**Track usage over the die**

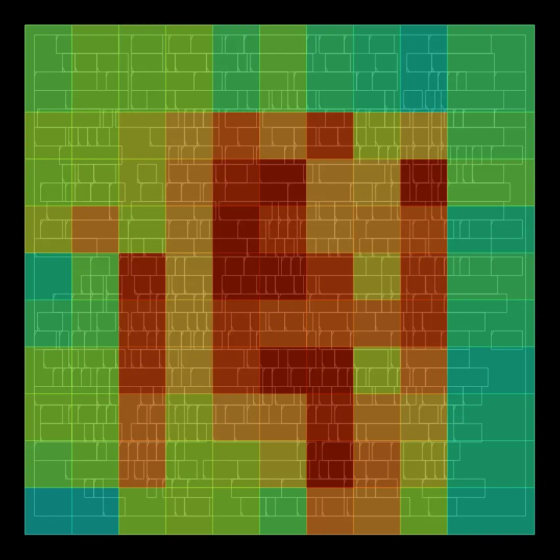
**The metal 1 layer**

The bar under the picture is 20 um long.
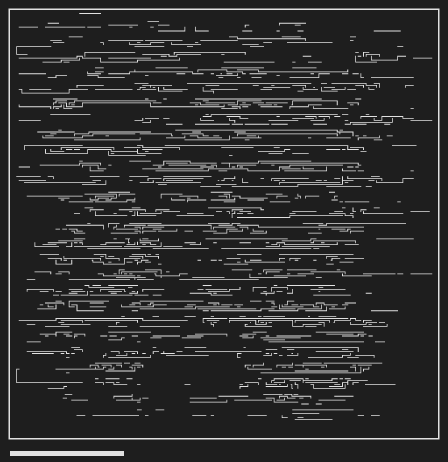
**Placement density heat map**

The bar under the picture is 20 um long. 7 x 7 tiles, from black (low) to pale yellow (high), 0 to 100% covered.
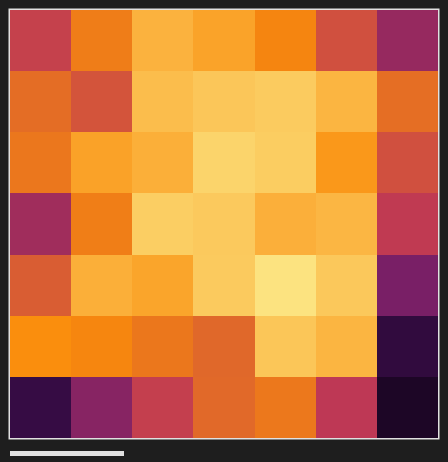
===== config.mk =====
export PLATFORM = sky130hd
export DESIGN_NAME = digital_tube_decoder
export DESIGN_NICKNAME = d
export VERILOG_FILES = /design/src/rtl/digital_tube_decoder.sv
export SDC_FILE = /design/constraint.sdc
export NUM_CORES = 1
export LEC_CHECK = 0
export ABC_AREA = 1
export CORE_UTILIZATION = 50
export DETAILED_ROUTE_END_ITERATION = 10
export MAX_ROUTING_LAYER = met4
export PLACE_DENSITY_LB_ADDON = 0.15
export SETUP_SLACK_MARGIN = 0.3
export SYNTH_ARGS = -nofsm -noshare
export SYNTH_HDL_FRONTEND = slang
export SYNTH_SLANG_ARGS = --single-unit

===== constraint.sdc =====
create_clock -name clk -period 1.9 [get_ports clk]
set_clock_uncertainty 0.05 [all_clocks]
set_input_delay 0.19 -clock clk [delete_from_list [all_inputs] [get_ports clk]]
set_output_delay 0.19 -clock clk [all_outputs]
set_load 0.03 [all_outputs]

===== src/rtl/digital_tube_decoder.sv =====
// rtl/digital_tube_decoder.sv - recovers per-digit hex values from a scanned seven-segment bus
// Optional feature: define DIGITAL_TUBE_DECODER_SYNC_EN for a 2-flop input synchronizer.
module digital_tube_decoder #(
  parameter int STABLE_CYC = 3,
  parameter int CNT_W      = 8
) (
  input  logic       clk,
  input  logic       rst,
  input  logic [3:0] csn,
  input  logic [6:0] abcdefg,
  output logic [3:0] single_digit,
  output logic [3:0] ten_digit,
  output logic [3:0] hundred_digit,
  output logic [3:0] kilo_digit,
  output logic [3:0] digit_valid,
  output logic       frame_done,
  output logic       seg_err
);

  typedef enum logic [1:0] {IDLE, QUAL, HOLD} state_t;

  logic [3:0] s_csn;
  logic [6:0] s_seg;

`ifdef DIGITAL_TUBE_DECODER_SYNC_EN
  logic [3:0] csn_m, csn_s;
  logic [6:0] seg_m, seg_s;

  always_ff @(posedge clk or posedge rst) begin
    if (rst) begin
      csn_m <= 4'hF;
      csn_s <= 4'hF;
      seg_m <= '0;
      seg_s <= '0;
    end else begin
      csn_m <= csn;
      csn_s <= csn_m;
      seg_m <= abcdefg;
      seg_s <= seg_m;
    end
  end

  assign s_csn = csn_s;
  assign s_seg = seg_s;
`else
  assign s_csn = csn;
  assign s_seg = abcdefg;
`endif

  // Returns {pattern_ok, value}; anything outside the 16 glyphs is rejected.
  function automatic logic [4:0] decode(input logic [6:0] p);
    case (p)
      7'h7E:   decode = {1'b1, 4'h0};
      7'h30:   decode = {1'b1, 4'h1};
      7'h6D:   decode = {1'b1, 4'h2};
      7'h79:   decode = {1'b1, 4'h3};
      7'h33:   decode = {1'b1, 4'h4};
      7'h5B:   decode = {1'b1, 4'h5};
      7'h5F:   decode = {1'b1, 4'h6};
      7'h70:   decode = {1'b1, 4'h7};
      7'h7F:   decode = {1'b1, 4'h8};
      7'h7B:   decode = {1'b1, 4'h9};
      7'h77:   decode = {1'b1, 4'hA};
      7'h1F:   decode = {1'b1, 4'hB};
      7'h4E:   decode = {1'b1, 4'hC};
      7'h3D:   decode = {1'b1, 4'hD};
      7'h4F:   decode = {1'b1, 4'hE};
      7'h47:   decode = {1'b1, 4'hF};
      default: decode = 5'b0_0000;
    endcase
  endfunction

  logic [10:0]      s, prev_s;
  logic [3:0]       sel;
  logic             one_hot;
  logic             same;
  state_t           state, state_nxt;
  logic [CNT_W-1:0] cnt, cnt_nxt;
  logic             capture;
  logic [4:0]       dec;
  logic [3:0]       mask, mask_set;
  logic [3:0]       digit_q [4];

  assign s        = {s_csn, s_seg};
  assign sel      = ~s_csn;
  assign one_hot  = (sel != 4'b0000) && ((sel & (sel - 4'd1)) == 4'b0000);
  assign same     = (s == prev_s);
  assign dec      = decode(s_seg);
  assign mask_set = mask | sel;

  always_comb begin
    state_nxt = state;
    cnt_nxt   = cnt;
    capture   = 1'b0;
    if (!one_hot) begin
      state_nxt = IDLE;
      cnt_nxt   = '0;
    end else if (state == HOLD && same) begin
      state_nxt = HOLD;
    end else begin
      if (state == IDLE || !same) cnt_nxt = CNT_W'(1);
      else                        cnt_nxt = cnt + CNT_W'(1);
      // A fresh value reaching the threshold on its first sample covers STABLE_CYC = 1.
      if (cnt_nxt == CNT_W'(STABLE_CYC)) begin
        capture   = 1'b1;
        state_nxt = HOLD;
      end else begin
        state_nxt = QUAL;
      end
    end
  end

  always_ff @(posedge clk or posedge rst) begin
    if (rst) begin
      state  <= IDLE;
      cnt    <= '0;
      prev_s <= {4'hF, 7'h00};
    end else begin
      state  <= state_nxt;
      cnt    <= cnt_nxt;
      prev_s <= s;
    end
  end

  always_ff @(posedge clk or posedge rst) begin
    if (rst) begin
      for (int i = 0; i < 4; i++) digit_q[i] <= 4'h0;
      digit_valid <= 4'b0000;
      mask        <= 4'b0000;
      frame_done  <= 1'b0;
      seg_err     <= 1'b0;
    end else begin
      frame_done <= 1'b0;
      seg_err    <= 1'b0;
      if (capture) begin
        if (dec[4]) begin
          for (int i = 0; i < 4; i++) begin
            if (sel[i]) digit_q[i] <= dec[3:0];
          end
          digit_valid <= digit_valid | sel;
          if (mask_set == 4'hF) begin
            frame_done <= 1'b1;
            mask       <= 4'b0000;
          end else begin
            mask <= mask_set;
          end
        end else begin
          digit_valid <= digit_valid & ~sel;
          seg_err     <= 1'b1;
        end
      end
    end
  end

  assign single_digit  = digit_q[0];
  assign ten_digit     = digit_q[1];
  assign hundred_digit = digit_q[2];
  assign kilo_digit    = digit_q[3];

endmodule


==> impl_metrics.json <==
{
  "finalSetupViolations": 30,
  "final_cells": 514,
  "cp_num_buf_inv": 1,
  "avgViaCountPerCell": 5.11,
  "status": "complete, but fails checks",
  "pin_count": 35,
  "clock-sinks": 47,
  "yosysTopAreaCell": "dfrtp_1",
  "pg_comb_mw": 0.340,
  "fin_area_um2": 3910,
  "yosysWarnings": 0,
  "dr.first_iter.drc_count": 156,
  "rows": 26,
  "reg2reg_from": "prev_s[7]$_DFF_PP1_",
  "fin_ws_ps": -223,
  "top_cells_by_area": "dfrtp_1, nand2_1, inv_1",
  "cts_max_level": 2,
  "buffers": 100,
  "flop_area_um2": 1180,
  "mux_share_pct": 0,
  "crit_path_cell_trace": "xnor2_2 -> nand2_1 -> inv_1 -> nand2_2 -> nor2_4 -> nand2_4 -> nor2_4 -> nand2_4 -> nor2_8 -> nand4_4 -> nand2_1 -> o21ai_1",
  "drv_cap": 0,
  "cpPeakStageDelay_ps": 550,
  "path_depth": 12,
  "end_kind": "flip-flop",
  "finalHoldViolations": 0,
  "synth.top_cell.area_share_pct": 40.5,
  "seqPwrFrac_pct": 48.7,
  "leakage_nw": 2.29,
  "pg_seq_mw": 1.03,
  "synthAdderAreaFrac_pct": 0.471,
  "ys_ff": 47,
  "ys_cells": 342,
  "largest_reg_flops": 11,
  "p_sw_mw": 0.565,
  "powerClk_mw": 0.746,
  "clock_latency_ps": 310,
  "taps": 70,
  "fin_crit_ps": 2120,
  "antenna_found_initial": 0,
  "grt_pass1_vias": 2490,
  "startpoint_type": "flip-flop",
  "dp_hpwl_um": 4940,
  "area_delta_synth_final_pct": 47.2,
  "avgSynthCellArea_um2": 7.77,
  "clk_pin_slew_ps": 90,
  "ant_nets": 0,
  "r2r.worst_path.cells": 12,
  "ff2ff_setup_slack_ps": -220,
  "violations": "negative setup slack",
  "gp_congestion": 0.930,
  "maxSlewViolCount": 0,
  "crit_family": "simple AND/OR/NAND/NOR gates",
  "mostFrequentLayoutCell": "nand2_1",
  "grt_overflow": 0,
  "switching_share_pct": 26.7,
  "pwr-share-comb_pct": 16.1,
  "cp_max_fo": 7,
  "grt_pass1_wl_um": 10900,
  "cts_root_buffer": "clkbuf_8",
  "yosysUniqueCellTypes": 37,
  "p_int_mw": 1.55,
  "fin_total_pwr_mw": 2.12,
  "ctsHoldBuffers": 0,
  "dpl_cell_area_um2": 3560,
  "crit_type": "flip-flop to flip-flop",
  "async_flop_share_pct": 100,
  "diodes": 0
}
-- 'track usage over the die' (at the start) --
WL/cell: 14.0 um
GRT busiest layer: met2
GRT Util Overall: 27.1%
M3 GR Usage: 4.69%

-- 'the metal 1 layer' (at the start) --
- nets with wire on the layer: 418
- main direction: horizontal
routed wire length: 7210 um
Vias: 2626
met1 Track Usage GR: 32.1%

-- 'placement density heat map' (at the start) --
- fullest tile: 94%
- emptiest ninth of the die: lower right
- mean over tiles: 68%
Core ar.: 5110 um^2
Core Util, Final: 76.6%
floorplan core density: 52.0%

## routing by layer
layer | share of wire, % | routed length [um] | global-route usage [%]
met5 | 0 | 0 | -
met3 | 2.8 | 199 | 4.69
met4 | 2.0 | 144 | 10.5
met2 | 53 | 3830 | 45.7
met1 | 42 | 3040 | 32.1
## timing repair
| action | in CTS | in global routing |
|---|---|---|
| gates resized | 27 | 45 |
| buffers inserted | 3 | 2 |
| setup endpoints to repair | 40 | 51 |
| pin swaps | 12 | 20 |
## synth_stat cells (4+ instances only)
master	number
a21oi_1	4
dfrtp_1	43
dfstp_2	4
inv_1	40
nand2_1	113
nand2_2	5
nand3_1	20
nand4_1	10
nor2_1	31
nor2_4	4
nor3_1	5
o21ai_0	8
o21ai_1	5
xnor2_1	5
xor2_1	6
Power and IR drop assume default switching activity.
